==> images/power_grid.png <==
(2 px per um) Pins as bars on the die edge.
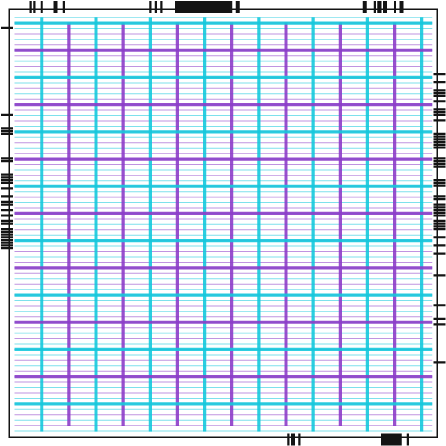
==> images/placement_by_type.png <==
(2 px per um) Fill, decap, tap and diode cells in gray.
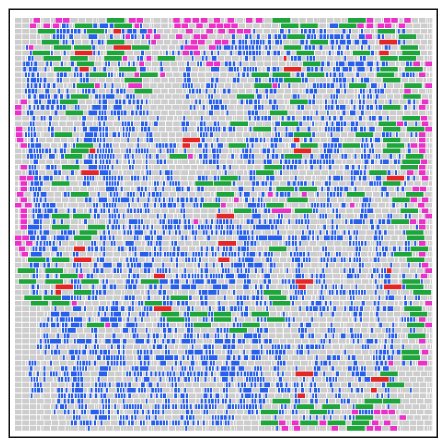
### src/rtl/muldiv_pkg.sv
// Shared definitions for the iterative multiply/divide unit: operation codes,
// controller states and the iteration-counter sizing.
package muldiv_pkg;

  typedef enum logic [1:0] {
    OP_MULTU = 2'b00,
    OP_MULT  = 2'b01,
    OP_DIVU  = 2'b10,
    OP_DIV   = 2'b11
  } op_e;

  typedef enum logic [1:0] {
    ST_IDLE = 2'b00,
    ST_RUN  = 2'b01,
    ST_FIX  = 2'b10,
    ST_DONE = 2'b11
  } state_e;

  // The counter must hold the value WIDTH itself.
  function automatic int muldiv_cnt_w(input int width);
    return $clog2(width + 1);
  endfunction

  function automatic logic op_is_div(input logic [1:0] op);
    return (op == OP_DIVU) || (op == OP_DIV);
  endfunction

  function automatic logic op_is_signed(input logic [1:0] op);
    return (op == OP_MULT) || (op == OP_DIV);
  endfunction

endpackage

### src/rtl/muldiv_abs.sv
// Conditional two's-complement negate, used both to take operand magnitudes
// and to restore result signs.
module muldiv_abs #(
  parameter int WIDTH = 32
) (
  input  logic [WIDTH-1:0] value,
  input  logic             negate,
  output logic [WIDTH-1:0] result
);

  assign result = negate ? (~value + WIDTH'(1)) : value;

endmodule

### src/rtl/muldiv_unit.sv
// Radix-2 iterative multiply/divide unit: WIDTH cycles of shift-add or
// restoring subtract-shift on one shared accumulator, then a sign fix-up cycle.
module muldiv_unit
  import muldiv_pkg::*;
#(
  parameter int               WIDTH   = 32,
  parameter logic [WIDTH-1:0] DIV0_LO = '1
) (
  input  logic             Clk,
  input  logic             Rst,
  input  logic             Start,
  input  logic [1:0]       Op,
  input  logic [WIDTH-1:0] A,
  input  logic [WIDTH-1:0] B,
  input  logic             Flush,
  output logic             Busy,
  output logic             Done,
  output logic [WIDTH-1:0] Hi,
  output logic [WIDTH-1:0] Lo,
  output logic             DivByZero
);

  localparam int CNT_W = muldiv_cnt_w(WIDTH);

  state_e               state_q, state_d;
  logic [CNT_W-1:0]     cnt_q, cnt_d;
  logic [2*WIDTH-1:0]   acc_q, acc_d;
  logic [WIDTH-1:0]     opb_q, opb_d;
  logic                 is_div_q, is_div_d;
  logic                 neg_lo_q, neg_lo_d;
  logic                 neg_hi_q, neg_hi_d;
  logic [WIDTH-1:0]     hi_q, hi_d;
  logic [WIDTH-1:0]     lo_q, lo_d;
  logic                 dbz_q, dbz_d;
  logic                 busy_q, busy_d;
  logic                 done_q, done_d;

  logic                 a_neg, b_neg;
  logic [WIDTH-1:0]     a_mag, b_mag;
  logic [WIDTH:0]       mul_sum;
  logic [2*WIDTH-1:0]   mul_next;
  logic [WIDTH:0]       div_rem, div_diff;
  logic [2*WIDTH-1:0]   div_next;
  logic [2*WIDTH-1:0]   prod_fix;
  logic [WIDTH-1:0]     quo_fix, rem_fix;
  logic                 div0;
  logic [WIDTH-1:0]     res_hi, res_lo;

  assign a_neg = op_is_signed(Op) & A[WIDTH-1];
  assign b_neg = op_is_signed(Op) & B[WIDTH-1];

  muldiv_abs #(.WIDTH(WIDTH)) u_abs_a (.value(A), .negate(a_neg), .result(a_mag));
  muldiv_abs #(.WIDTH(WIDTH)) u_abs_b (.value(B), .negate(b_neg), .result(b_mag));

  // Multiply step: conditionally add the multiplicand to the high half, shift right.
  assign mul_sum  = {1'b0, acc_q[2*WIDTH-1:WIDTH]} + {1'b0, opb_q};
  assign mul_next = acc_q[0] ? {mul_sum, acc_q[WIDTH-1:1]} : {1'b0, acc_q[2*WIDTH-1:1]};

  // Divide step: shift left, trial-subtract the divisor, keep it if non-negative.
  assign div_rem  = acc_q[2*WIDTH-1:WIDTH-1];
  assign div_diff = div_rem - {1'b0, opb_q};
  assign div_next = div_diff[WIDTH] ? {div_rem[WIDTH-1:0], acc_q[WIDTH-2:0], 1'b0}
                                    : {div_diff[WIDTH-1:0], acc_q[WIDTH-2:0], 1'b1};

  muldiv_abs #(.WIDTH(2*WIDTH)) u_fix_prod (.value(acc_q), .negate(neg_lo_q), .result(prod_fix));
  muldiv_abs #(.WIDTH(WIDTH)) u_fix_quo (.value(acc_q[WIDTH-1:0]), .negate(neg_lo_q), .result(quo_fix));
  muldiv_abs #(.WIDTH(WIDTH)) u_fix_rem (.value(acc_q[2*WIDTH-1:WIDTH]), .negate(neg_hi_q), .result(rem_fix));

  // With a zero divisor the restoring loop leaves |A| in the remainder, so the
  // sign-fixed remainder is A itself; only the quotient needs overriding.
  assign div0   = is_div_q & (opb_q == '0);
  assign res_hi = is_div_q ? rem_fix : prod_fix[2*WIDTH-1:WIDTH];
  assign res_lo = is_div_q ? (div0 ? DIV0_LO : quo_fix) : prod_fix[WIDTH-1:0];

  always_comb begin
    state_d  = state_q;
    cnt_d    = cnt_q;
    acc_d    = acc_q;
    opb_d    = opb_q;
    is_div_d = is_div_q;
    neg_lo_d = neg_lo_q;
    neg_hi_d = neg_hi_q;
    hi_d     = hi_q;
    lo_d     = lo_q;
    dbz_d    = dbz_q;
    if (Flush) begin
      state_d = ST_IDLE;
    end else begin
      case (state_q)
        ST_IDLE: begin
          if (Start) begin
            state_d  = ST_RUN;
            cnt_d    = CNT_W'(WIDTH);
            acc_d    = {{WIDTH{1'b0}}, a_mag};
            opb_d    = b_mag;
            is_div_d = op_is_div(Op);
            neg_lo_d = a_neg ^ b_neg;
            neg_hi_d = a_neg;
          end
        end
        ST_RUN: begin
          acc_d = is_div_q ? div_next : mul_next;
          cnt_d = cnt_q - CNT_W'(1);
          if (cnt_q == CNT_W'(1)) state_d = ST_FIX;
        end
        ST_FIX: begin
          state_d = ST_DONE;
          hi_d    = res_hi;
          lo_d    = res_lo;
          dbz_d   = div0;
        end
        ST_DONE: state_d = ST_IDLE;
        default: state_d = ST_IDLE;
      endcase
    end
    busy_d = (state_d != ST_IDLE);
    done_d = (state_d == ST_DONE);
  end

  always_ff @(posedge Clk or negedge Rst) begin
    if (!Rst) begin
      state_q  <= ST_IDLE;
      cnt_q    <= '0;
      acc_q    <= '0;
      opb_q    <= '0;
      is_div_q <= 1'b0;
      neg_lo_q <= 1'b0;
      neg_hi_q <= 1'b0;
      hi_q     <= '0;
      lo_q     <= '0;
      dbz_q    <= 1'b0;
      busy_q   <= 1'b0;
      done_q   <= 1'b0;
    end else begin
      state_q  <= state_d;
      cnt_q    <= cnt_d;
      acc_q    <= acc_d;
      opb_q    <= opb_d;
      is_div_q <= is_div_d;
      neg_lo_q <= neg_lo_d;
      neg_hi_q <= neg_hi_d;
      hi_q     <= hi_d;
      lo_q     <= lo_d;
      dbz_q    <= dbz_d;
      busy_q   <= busy_d;
      done_q   <= done_d;
    end
  end

  assign Busy      = busy_q;
  assign Done      = done_q;
  assign Hi        = hi_q;
  assign Lo        = lo_q;
  assign DivByZero = dbz_q;

endmodule

### config.mk
export PLATFORM = sky130hd
export DESIGN_NAME = muldiv_unit
export DESIGN_NICKNAME = d
export VERILOG_FILES = /design/src/rtl/muldiv_pkg.sv /design/src/rtl/muldiv_abs.sv /design/src/rtl/muldiv_unit.sv
export SDC_FILE = /design/constraint.sdc
export NUM_CORES = 1
export LEC_CHECK = 0
export ABC_AREA = 1
export CAP_MARGIN = 20
export CORE_MARGIN = 2
export CORE_UTILIZATION = 40
export DETAILED_ROUTE_END_ITERATION = 6
export SKIP_CTS_REPAIR_TIMING = 1
export SYNTH_ARGS = -nofsm -noshare
export SYNTH_HDL_FRONTEND = slang
export SYNTH_SLANG_ARGS = --single-unit
### constraint.sdc
create_clock -name Clk -period 7.3 [get_ports Clk]
set_clock_uncertainty 0.05 [all_clocks]
set_input_delay 1.46 -clock Clk [delete_from_list [all_inputs] [get_ports Clk]]
set_output_delay 1.46 -clock Clk [all_outputs]
set_load 0.1 [all_outputs]
==> flow_summary.json <==
{
  "cts_buffers": 17,
  "final-hold-violation-count": 0,
  "sh_comb_area_pct": 55.6,
  "clk_pin_slew_worst_paths_ns": 0.08,
  "wl_met2_um": 31900,
  "synthMuxAreaShare_pct": 0,
  "wl_met3_um": 3860,
  "synthSimpleGateAreaFrac_pct": 42.6,
  "post_synth_xor_area_fraction_pct": 3.85,
  "regToRegSetupSlack_ns": 3.61,
  "power.switching_fraction_pct": 61.5,
  "crit_type": "in -> reg",
  "layout_top_cell": "nand2_1",
  "postRouteWirelength_um": 69500,
  "drv_slew": 0,
  "insertion_delay_ns": 0.51,
  "floorplan.core_util_pct": 40.6,
  "worstSetupPathDepth": 8,
  "wire_length_of_the_first_global_routing_pass_um": 106000,
  "row_count": 76,
  "hold_depth": 2,
  "postLayoutSetupSlackWorst_ns": 3.52,
  "crit_start": "Op[0]",
  "antenna_left": 0,
  "critPathLaunchType": "primary input",
  "grt.busiest_layer": "met2",
  "numSequentialCells": 174,
  "top_power_group": "combinational cells",
  "yosys.stat.chipArea_um2": 17500,
  "max_transition_margin_pct": 29.1,
  "outcome": "complete, no violations",
  "vias_in_the_first_global_route": 18500,
  "num_tap_cells": 585,
  "critPathTopFamily": "buffers and inverters",
  "fp.dieArea_um2": 45500,
  "nMultiInputCombCells": 2316,
  "grt_start_max_net_pins": 68,
  "final_period_minus_worst_setup_slack_ns": 3.78,
  "area_share_clock_buf_inv_pct": 2.96,
  "synth-warning-count": 0,
  "sh_seq_area_pct": 21.7,
  "setup-violations-final": 0,
  "placedInstanceArea_um2": 19400,
  "pwr.group.combinational_uw": 7300,
  "seqPwrFrac_pct": 19.3,
  "synth_flops": 174,
  "preCtsSetupSlack_ns": 3.00,
  "power.clock.fraction_pct": 9.4,
  "violation_count_after_the_first_detailed_routing_iteration": 1860,
  "endpoint": "opb_q[16]$_DFFE_PN0P_",
  "drt_first_pass_iters": 6,
  "m1WireLength_um": 30300,
  "flow.area_growth_from_synthesis_pct": 14.5,
  "topRoutingLayerUsed": "met5",
  "comb_power_share_pct": 71.4,
  "grt-ovfl-total": 0,
  "vdd.ir_drop.worst_mv": 0.255,
  "ys_sh_adder_pct": 5.23,
  "setup_tns_ns": 0,
  "num_io_pins": 137,
  "clockBufferCount": 19,
  "crit_path_cell_trace": "clkdlybuf4s50_1, nand2_1, clkinv_1, nand2_2, o21ai_0, or2_0, nand3_1, o21ai_0"
}
## Picture notes: power_grid.png
Key: purple = VDD; cyan = VSS
15 straps on met5. 15 straps on met4.

## Picture notes: placement_by_type.png
Key: blue = combinational and other logic [cells 2742]; green = sequential cells [cells 174]; red = clock drivers and dummy loads [cells 32]; magenta = remaining buffers and delay cells [cells 163]

[cell usage after synthesis (3+ instances only)]
master,number
a21oi_1,197
a21oi_2,3
nand3b_1,14
nand2_1,1032
or2_0,4
nor2_2,9
buf_2,7
o21bai_1,4
inv_1,413
buf_6,5
xor2_1,57
nand3_2,3
o22ai_1,3
xnor2_1,20
nand4_1,48
nor2_1,312
nand3_1,254
nor4_1,8
a31oi_1,24
buf_1,9
and2_1,8
inv_2,9
a22oi_1,8
o21ai_0,137
clkbuf_1,73
or2_2,11
ha_1,70
clkinv_1,4
a21o_1,5
nor3_1,32
nand2_2,19
nor3_4,3
and3_1,3
nand2_4,4
o21ai_1,7
dfrtp_1,174
